--- src/rtl/ring_phase_monitor_pkg.sv ---
// Shared types and pattern helpers for the ring phase monitor and later display stages.
// Helpers take a MAX_W-wide pattern plus the live ring width so one copy serves any WIDTH.
package ring_pkg;

  localparam int MAX_W     = 32;
  localparam int IDX_MAX_W = 5;

  typedef enum logic [1:0] {
    ST_SEEK   = 2'b00,
    ST_LOCKED = 2'b01,
    ST_FAULT  = 2'b10
  } state_t;

  function automatic logic is_onehot(input logic [MAX_W-1:0] pat);
    return ($countones(pat) == 1);
  endfunction

  // OR-encoder: exact for one-hot input, which is the only case callers trust.
  function automatic logic [IDX_MAX_W-1:0] onehot_to_idx(input logic [MAX_W-1:0] pat);
    logic [IDX_MAX_W-1:0] idx;
    idx = '0;
    for (int i = 0; i < MAX_W; i++) begin
      if (pat[i]) idx = idx | i[IDX_MAX_W-1:0];
    end
    return idx;
  endfunction

  // Expected successor of a ring pattern; dir=0 moves bit i to i+1 with MSB wrapping to LSB.
  function automatic logic [MAX_W-1:0] rotate_next(input logic [MAX_W-1:0] pat,
                                                   input logic dir, input int width);
    logic [MAX_W-1:0] mask;
    logic [MAX_W-1:0] p;
    mask = {MAX_W{1'b1}} >> (MAX_W - width);
    p    = pat & mask;
    if (!dir) return ((p << 1) | (p >> (width - 1))) & mask;
    else      return ((p >> 1) | (p << (width - 1))) & mask;
  endfunction

endpackage

--- src/rtl/ring_phase_monitor_if.sv ---
// Bundle between the ring driver side and the phase monitor.
// slave is the monitor's view; master is the view of whoever drives the ring and reads status.
interface ring_phase_monitor_if #(
  parameter int WIDTH = 4,
  parameter int REV_W = 8
);
  localparam int IDX_W = $clog2(WIDTH);

  logic [WIDTH-1:0] count_in;
  logic             clear;
  logic [IDX_W-1:0] phase_idx;
  logic             phase_valid;
  logic             rev_tick;
  logic [REV_W-1:0] rev_count;
  logic             illegal;
  logic             resync_req;
  logic [1:0]       state;

  modport slave (
    input  count_in, clear,
    output phase_idx, phase_valid, rev_tick, rev_count, illegal, resync_req, state
  );

  modport master (
    output count_in, clear,
    input  phase_idx, phase_valid, rev_tick, rev_count, illegal, resync_req, state
  );

endinterface

--- src/rtl/ring_phase_monitor_onehot_decoder.sv ---
// Combinational one-hot to binary decoder; valid only when exactly one bit is set.
module onehot_decoder
  import ring_pkg::*;
#(
  parameter int WIDTH = 4
) (
  input  logic [WIDTH-1:0]         i_pat,
  output logic [$clog2(WIDTH)-1:0] o_idx,
  output logic                     o_valid
);

  logic [MAX_W-1:0]     w_pat_ext;
  logic [IDX_MAX_W-1:0] w_idx_full;
  logic                 w_unused_idx;

  assign w_pat_ext    = MAX_W'(i_pat);
  assign w_idx_full   = onehot_to_idx(w_pat_ext);
  assign o_idx        = w_idx_full[$clog2(WIDTH)-1:0];
  assign o_valid      = is_onehot(w_pat_ext);
  assign w_unused_idx = ^w_idx_full;

endmodule

--- src/rtl/ring_phase_monitor.sv ---
// Phase monitor for a one-hot ring: decodes the phase, polices rotation, counts revolutions.
// Outputs lag count_in by two edges: one to capture the sample, one to register its verdict.
//
//   state     | meaning
//   ----------+-----------------------------------------------------------
//   ST_SEEK   | waiting for the first one-hot sample; junk is ignored
//   ST_LOCKED | each sample must hold or step once in DIR from the last legal one
//   ST_FAULT  | ERR_LIMIT consecutive illegal samples; resync requested until clear
module ring_phase_monitor
  import ring_pkg::*;
#(
  parameter int WIDTH     = 4,
  parameter int REV_W     = 8,
  parameter int ERR_LIMIT = 3,
  parameter bit DIR       = 1'b0
) (
  input  logic          clk,
  input  logic          reset,
  ring_phase_monitor_if.slave bus
);

  localparam int         IDX_W     = $clog2(WIDTH);
  localparam logic [3:0] ERR_LIM_C = 4'(ERR_LIMIT);

  state_t           r_state;
  state_t           w_state_nxt;
  logic [WIDTH-1:0] r_cur;
  logic [WIDTH-1:0] r_ref;
  logic [3:0]       r_err_cnt;
  logic [IDX_W-1:0] r_phase_idx;
  logic             r_phase_valid;
  logic             r_rev_tick;
  logic [REV_W-1:0] r_rev_count;
  logic             r_illegal;

  logic [WIDTH-1:0] w_ref_nxt;
  logic [3:0]       w_err_nxt;
  logic [IDX_W-1:0] w_idx_nxt;
  logic             w_pv_nxt;
  logic             w_tick_nxt;
  logic [REV_W-1:0] w_rev_nxt;
  logic             w_ill_nxt;

  logic [IDX_W-1:0] w_cur_idx;
  logic             w_cur_onehot;
  logic [MAX_W-1:0] w_rot;
  logic             w_hold;
  logic             w_step;
  logic             w_legal;
  logic             w_wrap;
  logic [3:0]       w_err_inc;
  logic             w_err_full;

  onehot_decoder #(.WIDTH(WIDTH)) u_dec (
    .i_pat   (r_cur),
    .o_idx   (w_cur_idx),
    .o_valid (w_cur_onehot)
  );

  // r_ref only advances on legal samples, so a glitch never becomes the new reference.
  assign w_rot      = rotate_next(MAX_W'(r_ref), DIR, WIDTH);
  assign w_hold     = w_cur_onehot && (r_cur == r_ref);
  assign w_step     = w_cur_onehot && (MAX_W'(r_cur) == w_rot);
  assign w_legal    = w_hold || w_step;
  assign w_wrap     = w_step && (DIR ? r_ref[0] : r_ref[WIDTH-1]);
  assign w_err_inc  = r_err_cnt + 4'd1;
  assign w_err_full = (w_err_inc >= ERR_LIM_C);

  always_ff @(posedge clk or negedge reset) begin
    if (!reset) r_state <= ST_SEEK;
    else        r_state <= w_state_nxt;
  end

  always_comb begin
    w_state_nxt = r_state;
    if (bus.clear) begin
      w_state_nxt = ST_SEEK;
    end else begin
      case (r_state)
        ST_SEEK:   if (w_cur_onehot) w_state_nxt = ST_LOCKED;
        ST_LOCKED: if (!w_legal && w_err_full) w_state_nxt = ST_FAULT;
        ST_FAULT:  w_state_nxt = ST_FAULT;
        default:   w_state_nxt = ST_SEEK;
      endcase
    end
  end

  always_comb begin
    w_ref_nxt  = r_ref;
    w_err_nxt  = r_err_cnt;
    w_idx_nxt  = r_phase_idx;
    w_pv_nxt   = 1'b0;
    w_tick_nxt = 1'b0;
    w_rev_nxt  = r_rev_count;
    w_ill_nxt  = 1'b0;
    if (bus.clear) begin
      w_ref_nxt = r_cur;
      w_err_nxt = '0;
      w_rev_nxt = '0;
    end else begin
      case (r_state)
        ST_SEEK: begin
          w_ref_nxt = r_cur;
          w_err_nxt = '0;
          if (w_cur_onehot) w_idx_nxt = w_cur_idx;
        end
        ST_LOCKED: begin
          if (w_legal) begin
            w_ref_nxt = r_cur;
            w_err_nxt = '0;
            w_idx_nxt = w_cur_idx;
            w_pv_nxt  = 1'b1;
            if (w_wrap) begin
              w_tick_nxt = 1'b1;
              w_rev_nxt  = r_rev_count + REV_W'(1);
            end
          end else begin
            w_ill_nxt = 1'b1;
            w_err_nxt = w_err_inc;
          end
        end
        default: begin
          w_ref_nxt = r_cur;
        end
      endcase
    end
  end

  always_ff @(posedge clk or negedge reset) begin
    if (!reset) begin
      r_cur         <= '0;
      r_ref         <= '0;
      r_err_cnt     <= '0;
      r_phase_idx   <= '0;
      r_phase_valid <= 1'b0;
      r_rev_tick    <= 1'b0;
      r_rev_count   <= '0;
      r_illegal     <= 1'b0;
    end else begin
      r_cur         <= bus.count_in;
      r_ref         <= w_ref_nxt;
      r_err_cnt     <= w_err_nxt;
      r_phase_idx   <= w_idx_nxt;
      r_phase_valid <= w_pv_nxt;
      r_rev_tick    <= w_tick_nxt;
      r_rev_count   <= w_rev_nxt;
      r_illegal     <= w_ill_nxt;
    end
  end

  assign bus.phase_idx   = r_phase_idx;
  assign bus.phase_valid = r_phase_valid;
  assign bus.rev_tick    = r_rev_tick;
  assign bus.rev_count   = r_rev_count;
  assign bus.illegal     = r_illegal;
  assign bus.resync_req  = (r_state == ST_FAULT);
  assign bus.state       = r_state;

endmodule

--- src/flat_wrapper.sv ---
// flat-port wrapper written by rule: the top's interface ports become plain ports
module ring_phase_monitor_flat import ring_pkg::*;
#(
  parameter int WIDTH     = 4,
  parameter int REV_W     = 8,
  parameter int ERR_LIMIT = 3,
  parameter bit DIR       = 1'b0
)
  (clk, reset, bus_count_in, bus_clear, bus_phase_idx, bus_phase_valid, bus_rev_tick, bus_rev_count, bus_illegal, bus_resync_req, bus_state);
  ring_phase_monitor_if #(.WIDTH(WIDTH), .REV_W(REV_W)) bus_i ();
  input  logic clk;
  input  logic reset;
  input wire logic [$bits(bus_i.count_in)-1:0] bus_count_in;
  input wire logic [$bits(bus_i.clear)-1:0] bus_clear;
  output wire logic [$bits(bus_i.phase_idx)-1:0] bus_phase_idx;
  output wire logic [$bits(bus_i.phase_valid)-1:0] bus_phase_valid;
  output wire logic [$bits(bus_i.rev_tick)-1:0] bus_rev_tick;
  output wire logic [$bits(bus_i.rev_count)-1:0] bus_rev_count;
  output wire logic [$bits(bus_i.illegal)-1:0] bus_illegal;
  output wire logic [$bits(bus_i.resync_req)-1:0] bus_resync_req;
  output wire logic [$bits(bus_i.state)-1:0] bus_state;
  assign bus_i.count_in = bus_count_in;
  assign bus_i.clear = bus_clear;
  assign bus_phase_idx = bus_i.phase_idx;
  assign bus_phase_valid = bus_i.phase_valid;
  assign bus_rev_tick = bus_i.rev_tick;
  assign bus_rev_count = bus_i.rev_count;
  assign bus_illegal = bus_i.illegal;
  assign bus_resync_req = bus_i.resync_req;
  assign bus_state = bus_i.state;
  ring_phase_monitor #(.WIDTH(WIDTH), .REV_W(REV_W), .ERR_LIMIT(ERR_LIMIT), .DIR(DIR)) u_core (.clk(clk), .reset(reset), .bus(bus_i));
endmodule
--- config.mk ---
export PLATFORM = sky130hd
export DESIGN_NAME = ring_phase_monitor_flat
export DESIGN_NICKNAME = d
export VERILOG_FILES = /design/src/rtl/ring_phase_monitor_pkg.sv /design/src/rtl/ring_phase_monitor_if.sv /design/src/rtl/ring_phase_monitor_onehot_decoder.sv /design/src/rtl/ring_phase_monitor.sv /design/src/flat_wrapper.sv
export SDC_FILE = /design/constraint.sdc
export NUM_CORES = 1
export LEC_CHECK = 0
export ABC_AREA = 1
export ABC_CLOCK_PERIOD_IN_PS = 5570
export CAP_MARGIN = 10
export CORE_MARGIN = 4
export CORE_UTILIZATION = 55
export CTS_CLUSTER_SIZE = 40
export DETAILED_ROUTE_END_ITERATION = 8
export GPL_ROUTABILITY_DRIVEN = 0
export GPL_TIMING_DRIVEN = 0
export PLACE_DENSITY = 0.81
export SYNTH_ARGS = -nofsm -noshare
export SYNTH_HDL_FRONTEND = slang
export SYNTH_SLANG_ARGS = --single-unit
--- constraint.sdc ---
create_clock -name clk -period 5.57 [get_ports clk]
set_input_delay 1.114 -clock clk [delete_from_list [all_inputs] [get_ports clk]]
set_output_delay 1.114 -clock clk [all_outputs]
set_load 0.05 [all_outputs]
### M1 wires, run 1

Cells faint in the background.
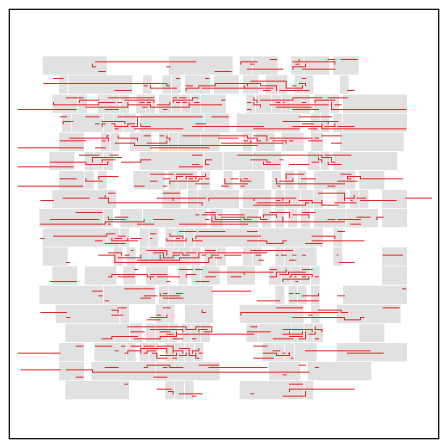
The layer holds 45% of the routed length. The wires run mostly horizontal. 206 nets have wire on it. The longest straight run is 30.8 um.
via count: 1250
Post-Route WL: 2850 um
met1 GRT Util: 23.1%

### The metal 2 layer, run 1

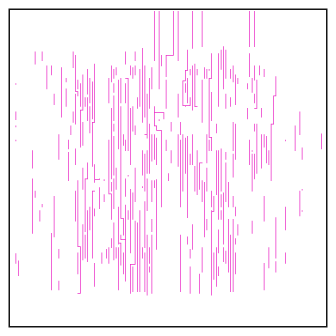
193 nets have wire on it. The longest straight run is 21.6 um. The wires run mostly vertical. The layer carries 1440 um of wire.
M2 GR Usage: 33.9%

### Met3 routing, run 1

Cells faint in the background.
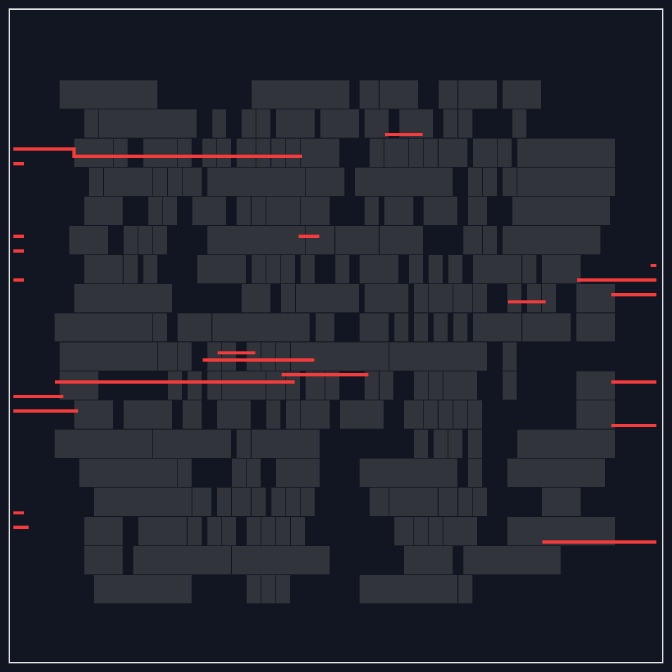
The layer holds 4.3% of the routed length. The wires run mostly horizontal. The longest straight run is 22.1 um. 21 nets have wire on it.

==> run summary, run 1 <==
Status -> complete, no violations
Top Usage Layer GRT -> met2
Top cell area share -> 43.8%
CP Cell Sequence -> inv_1 -> ha_1 -> clkdlybuf4s50_1
Mean Syn Cell Area -> 8.24 um2
Cell Pwr Density -> 327 mW/mm2
Worst min-delay path category -> reg -> reg
Clk pwr share -> 13.7%
H-Tree Depth -> 1
Gate power share -> 45.3%
RSZ-0062 raised after global routing -> false
Largest net degree at the start of global routing -> 28
Design area -> 0.00184 mm2
CTS tree -> yes
Slew Limit Fails -> 0
Worst setup path class -> reg -> out
Post-DR vias/cell -> 5.14
Die Ht -> 60.9 um
Top cells by area -> dfrtp_1, nand2_1, ha_1
Worst slack, placed -> 2.99 ns
Final min period -> 2.89 ns
Fill cells -> 215
Hold Startpoint -> u_core.bus.phase_idx[1]$_DFFE_PN0P_
First-pass GRT wire length -> 5260 um
Placed Instance Area -> 0.00179 mm2
Fp_density -> 60.0%
CTS root buffer -> clkbuf_4
run 1: final cells by class:
class                   instances  share of cell area, %
multi-input cells             134                   41.2
well taps                      30                   2.04
clock buffers                   4                   1.43
plain buffers                   2                  0.883
repair buffers                 22                   12.9
inverters                      24                   4.89
flip-flops and latches         27                   36.7
run 1: through the flow:
stage | power, mW | utilization, % | hold WS (ns) | cells
detailed placement | 0.524 | 69.7 | 0.475 | 238
global placement | 0.512 | 69.7 | 0.474 | 238
global route | 0.651 | 71.8 | 0.527 | 243
CTS | 0.608 | 70.7 | 0.507 | 242
floorplan | 0.448 | - | 0.479 | 187
finish | 0.603 | 71.8 | 0.508 | 243
run 1: tightest hold or removal path: stages, from the launching register on:
cell     delay (ns)
dfrtp_1        0.38
nand2_1        0.06
nand2_1        0.05
run 1: power groups by stage:
stage          Sequential, mW  Combinational, mW  Clock, mW
2_1_floorplan           0.302              0.146          0
3_3_place_gp            0.250              0.262          0
3_5_place_dp            0.251              0.273          0
4_1_cts                 0.247              0.274     0.0867
5_1_grt                 0.252              0.303     0.0962
6_report                0.248              0.273     0.0827
run 1: cells by family after synthesis:
logic type	share of synthesized area (%)
and+or+nand+nor	32.3
DFF	43.8
AOI/OAI and AO/OA	3.82
xor gates and xnor gates	4.55
adders and majority gates	8.60
buffers and inverters	6.90
run 1: layout by cell type (no fill, tap or decap), types with 2 or more instances in the layout:
| master | count |
|---|---|
| inv_2 | 3 |
| nor2_1 | 14 |
| clkbuf_4 | 3 |
| nand3_1 | 10 |
| inv_1 | 21 |
| xnor2_1 | 5 |
| nor2_4 | 5 |
| nand4_1 | 3 |
| xor2_1 | 3 |
| nand2_1 | 68 |
| ha_1 | 9 |
| nand3b_1 | 2 |
| o21ai_1 | 7 |
| dfrtp_1 | 27 |
| clkdlybuf4s50_1 | 21 |
run 1: synthesized netlist by cell type, drive strengths merged:
cell type and instances:
inv 24, a31o 1, nor3 1, o21a 1
buf 2, nor2 19, nand2 69, nand3 12
o21ai 7, a21o 1, nand3b 2, nand4 3
xor2 3, fa 1, ha 9, dfrtp 27
xnor2 5
run 1: state kept, by name, indices dropped and copies added (netlist names):
| register | cells |
|---|---|
| u_core.r_cur | 4 |
| u_core.bus.phase_idx | 2 |
| u_core.bus.illegal | 1 |
| u_core.bus.phase_valid | 1 |
| u_core.r_ref | 4 |
| u_core.bus.rev_tick | 1 |
| u_core.bus.state | 2 |
| u_core.bus.rev_count | 8 |
| u_core.r_err_cnt | 4 |
run 1: worst min path at each step:
stage | slack (ns) | to | cells after the start
after detailed placement | 0.48 | u_core.bus.phase_idx[1]$_DFFE_PN0P_ | 2
after floorplan | 0.48 | u_core.r_err_cnt[3]$_DFFE_PN0P_ | 2
after global placement | 0.47 | u_core.bus.phase_idx[1]$_DFFE_PN0P_ | 2
final | 0.51 | u_core.bus.phase_idx[1]$_DFFE_PN0P_ | 2
after CTS | 0.51 | u_core.bus.phase_idx[1]$_DFFE_PN0P_ | 2
after global routing | 0.53 | u_core.bus.phase_idx[1]$_DFFE_PN0P_ | 2
### Sequential cells grouped by signal name, run 1

The bar under the picture is 20 um long.
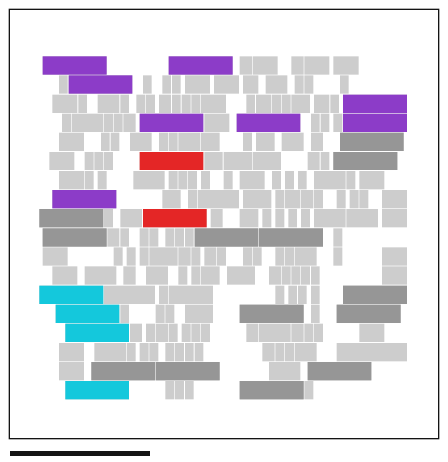

--- run 2 (diff from run 1) ---
--- a/config.mk
+++ b/config.mk
@@ -6,15 +6,15 @@
 export NUM_CORES = 1
 export LEC_CHECK = 0
 export ABC_AREA = 1
-export ABC_CLOCK_PERIOD_IN_PS = 5570
+export ABC_CLOCK_PERIOD_IN_PS = 2630
 export CAP_MARGIN = 10
 export CORE_MARGIN = 4
-export CORE_UTILIZATION = 55
+export CORE_UTILIZATION = 48
 export CTS_CLUSTER_SIZE = 40
 export DETAILED_ROUTE_END_ITERATION = 8
 export GPL_ROUTABILITY_DRIVEN = 0
 export GPL_TIMING_DRIVEN = 0
-export PLACE_DENSITY = 0.81
+export PLACE_DENSITY = 0.75
 export SYNTH_ARGS = -nofsm -noshare
 export SYNTH_HDL_FRONTEND = slang
 export SYNTH_SLANG_ARGS = --single-unit
==> constraint.sdc (replaced) <==
create_clock -name clk -period 2.63 [get_ports clk]
set_input_delay 0.526 -clock clk [delete_from_list [all_inputs] [get_ports clk]]
set_output_delay 0.526 -clock clk [all_outputs]
set_load 0.05 [all_outputs]
### Sequential cells grouped by signal name, run 2

The bar under the picture is 20 um long.
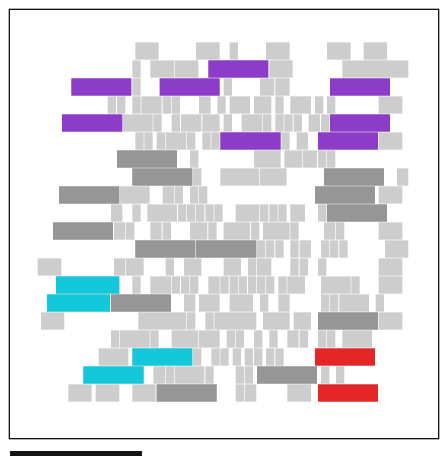
Key: cyan = u_core.r_cur [sequential cells 4, where bottom left]; purple = u_core.bus.rev_count [sequential cells 8]; red = u_core.bus.phase_idx [sequential cells 2]

==> run summary, run 2 <==
Ys flop type -> dfrtp_1
Largest net degree at the start of global routing -> 16
Insertion Delay late pin -> 0.32 ns
Mean Syn Cell Area -> 8.24 um2
Hold-fix buffers, CTS -> 0
Pwr Total -> 1.28 mW
Worst min-delay path category -> reg -> reg
Count leader, synth -> nand2_1
Post-synth ARST share -> 100%
CTS root buffer -> clkbuf_4
H-Tree Depth -> 1
Via count -> 1255
Cell Pwr Density -> 678 mW/mm2
Fp_density -> 50.5%
Core Util, Final -> 62.0%
Post-DR vias/cell -> 4.85
Tcrit/Tclk final -> 93.7%
Post-Route WL -> 2750 um
Worst setup SP type -> register
Gate power share -> 45.3%
Status -> complete, no violations
Top cell area share -> 43.8%
Yosys Instances -> 187
Placed cell count -> 253
Top cells by count -> nand2_1, dfrtp_1, inv_1, nor2_1, nand3_1
Die Ht -> 64.7 um
Psw -> 550 uW
Placed Instance Area -> 0.00183 mm2
Slew Limit Fails -> 0
Clk pwr share -> 14.1%
Routed len/inst -> 10.6 um
Final min period -> 2.47 ns
Worst setup path class -> reg -> reg
Top cells by area -> dfrtp_1, nand2_1, ha_1
Commonest non-fill, non-tap cell in the layout -> nand2_1
Non-filler cells, final -> 259
CTS tree -> yes
## run 2: cell counts after synthesis
No cell type changed its count.
## run 2: what timing repair did
item                                    4_1_cts  5_1_grt
resized                                       0        5
setup buffers                                 0        2
endpoints found under the setup margin        0       21
## run 2: per-stage QoR
stage / setup TNS (ns) / hold slack [ns]
after floorplan: 0 / 0.230
final: 0 / 0.496
after CTS: 0 / 0.499
after global placement: 0 / 0.458
after detailed placement: 0 / 0.465
after global routing: -0.0628 / 0.558
## run 2: layout make-up
cell class              count  area, um2
fillers                   274       1160
multi-input cells         134        772
flip-flops and latches     27        678
repair buffers             24        253
inverters                  24       90.1
well taps                  44       55.1
clock buffers               3       22.5
plain buffers               2       16.3
clock inverters             1       5.00
## run 2: power by group through the flow
stage / Combinational, mW / Clock [mW] / Sequential (mW)
after floorplan: 0.310 / 0 / 0.640
after global placement: 0.562 / 0 / 0.528
after detailed placement: 0.575 / 0 / 0.531
after CTS: 0.578 / 0.186 / 0.523
after global routing: 0.651 / 0.211 / 0.534
final: 0.581 / 0.181 / 0.521
## run 2: per-layer routing
| layer | wire length [um] | global-route usage, % |
|---|---|---|
| met2 | 1310 | 23.8 |
| met4 | 44 | 5.54 |
| met3 | 99 | 2.08 |
| met1 | 1290 | 19.8 |
| met5 | 0 | 0 |
## run 2: cell families (layout without fill, tap and decap cells)
kind of cell    after synthesis  in the layout  share of synthesized area [%]
xor+xnor                      8              8                           4.55
simple gates                106            106                           32.3
fa+ha+maj                    10             10                           8.60
flops                        27             27                           43.8
buf+inv                      26             54                           6.90
compound gates               10             10                           3.82
## run 2: final timing paths
kind                       slack, ns  cells past startpoint                                   to                                start
setup reg to reg                0.16                     12  u_core.bus.rev_count[5]$_DFFE_PN0P_            u_core.r_cur[3]$_DFF_PN0_
max in group asynchronous       1.53                      2            u_core.r_cur[2]$_DFF_PN0_                                reset
hold reg to reg                 0.50                      2  u_core.bus.phase_idx[1]$_DFFE_PN0P_  u_core.bus.phase_idx[1]$_DFFE_PN0P_
min in group asynchronous       0.59                      1      u_core.bus.state[0]$_DFFE_PN0P_                                reset
hold / removal                  0.50                      2  u_core.bus.phase_idx[1]$_DFFE_PN0P_  u_core.bus.phase_idx[1]$_DFFE_PN0P_
setup / recovery                0.16                     12  u_core.bus.rev_count[5]$_DFFE_PN0P_            u_core.r_cur[3]$_DFF_PN0_
## run 2: critical path, cell delays in order (launching register included)
cell,delay [ns]
dfrtp_2,0.47
inv_2,0.10
ha_1,0.25
fa_1,0.42
ha_1,0.27
inv_1,0.07
nand3_2,0.13
nor2_4,0.16
nand3_4,0.13
nor2_4,0.17
nor2_4,0.08
nand2_1,0.07
nand2_1,0.05
Power and IR drop assume default switching activity.
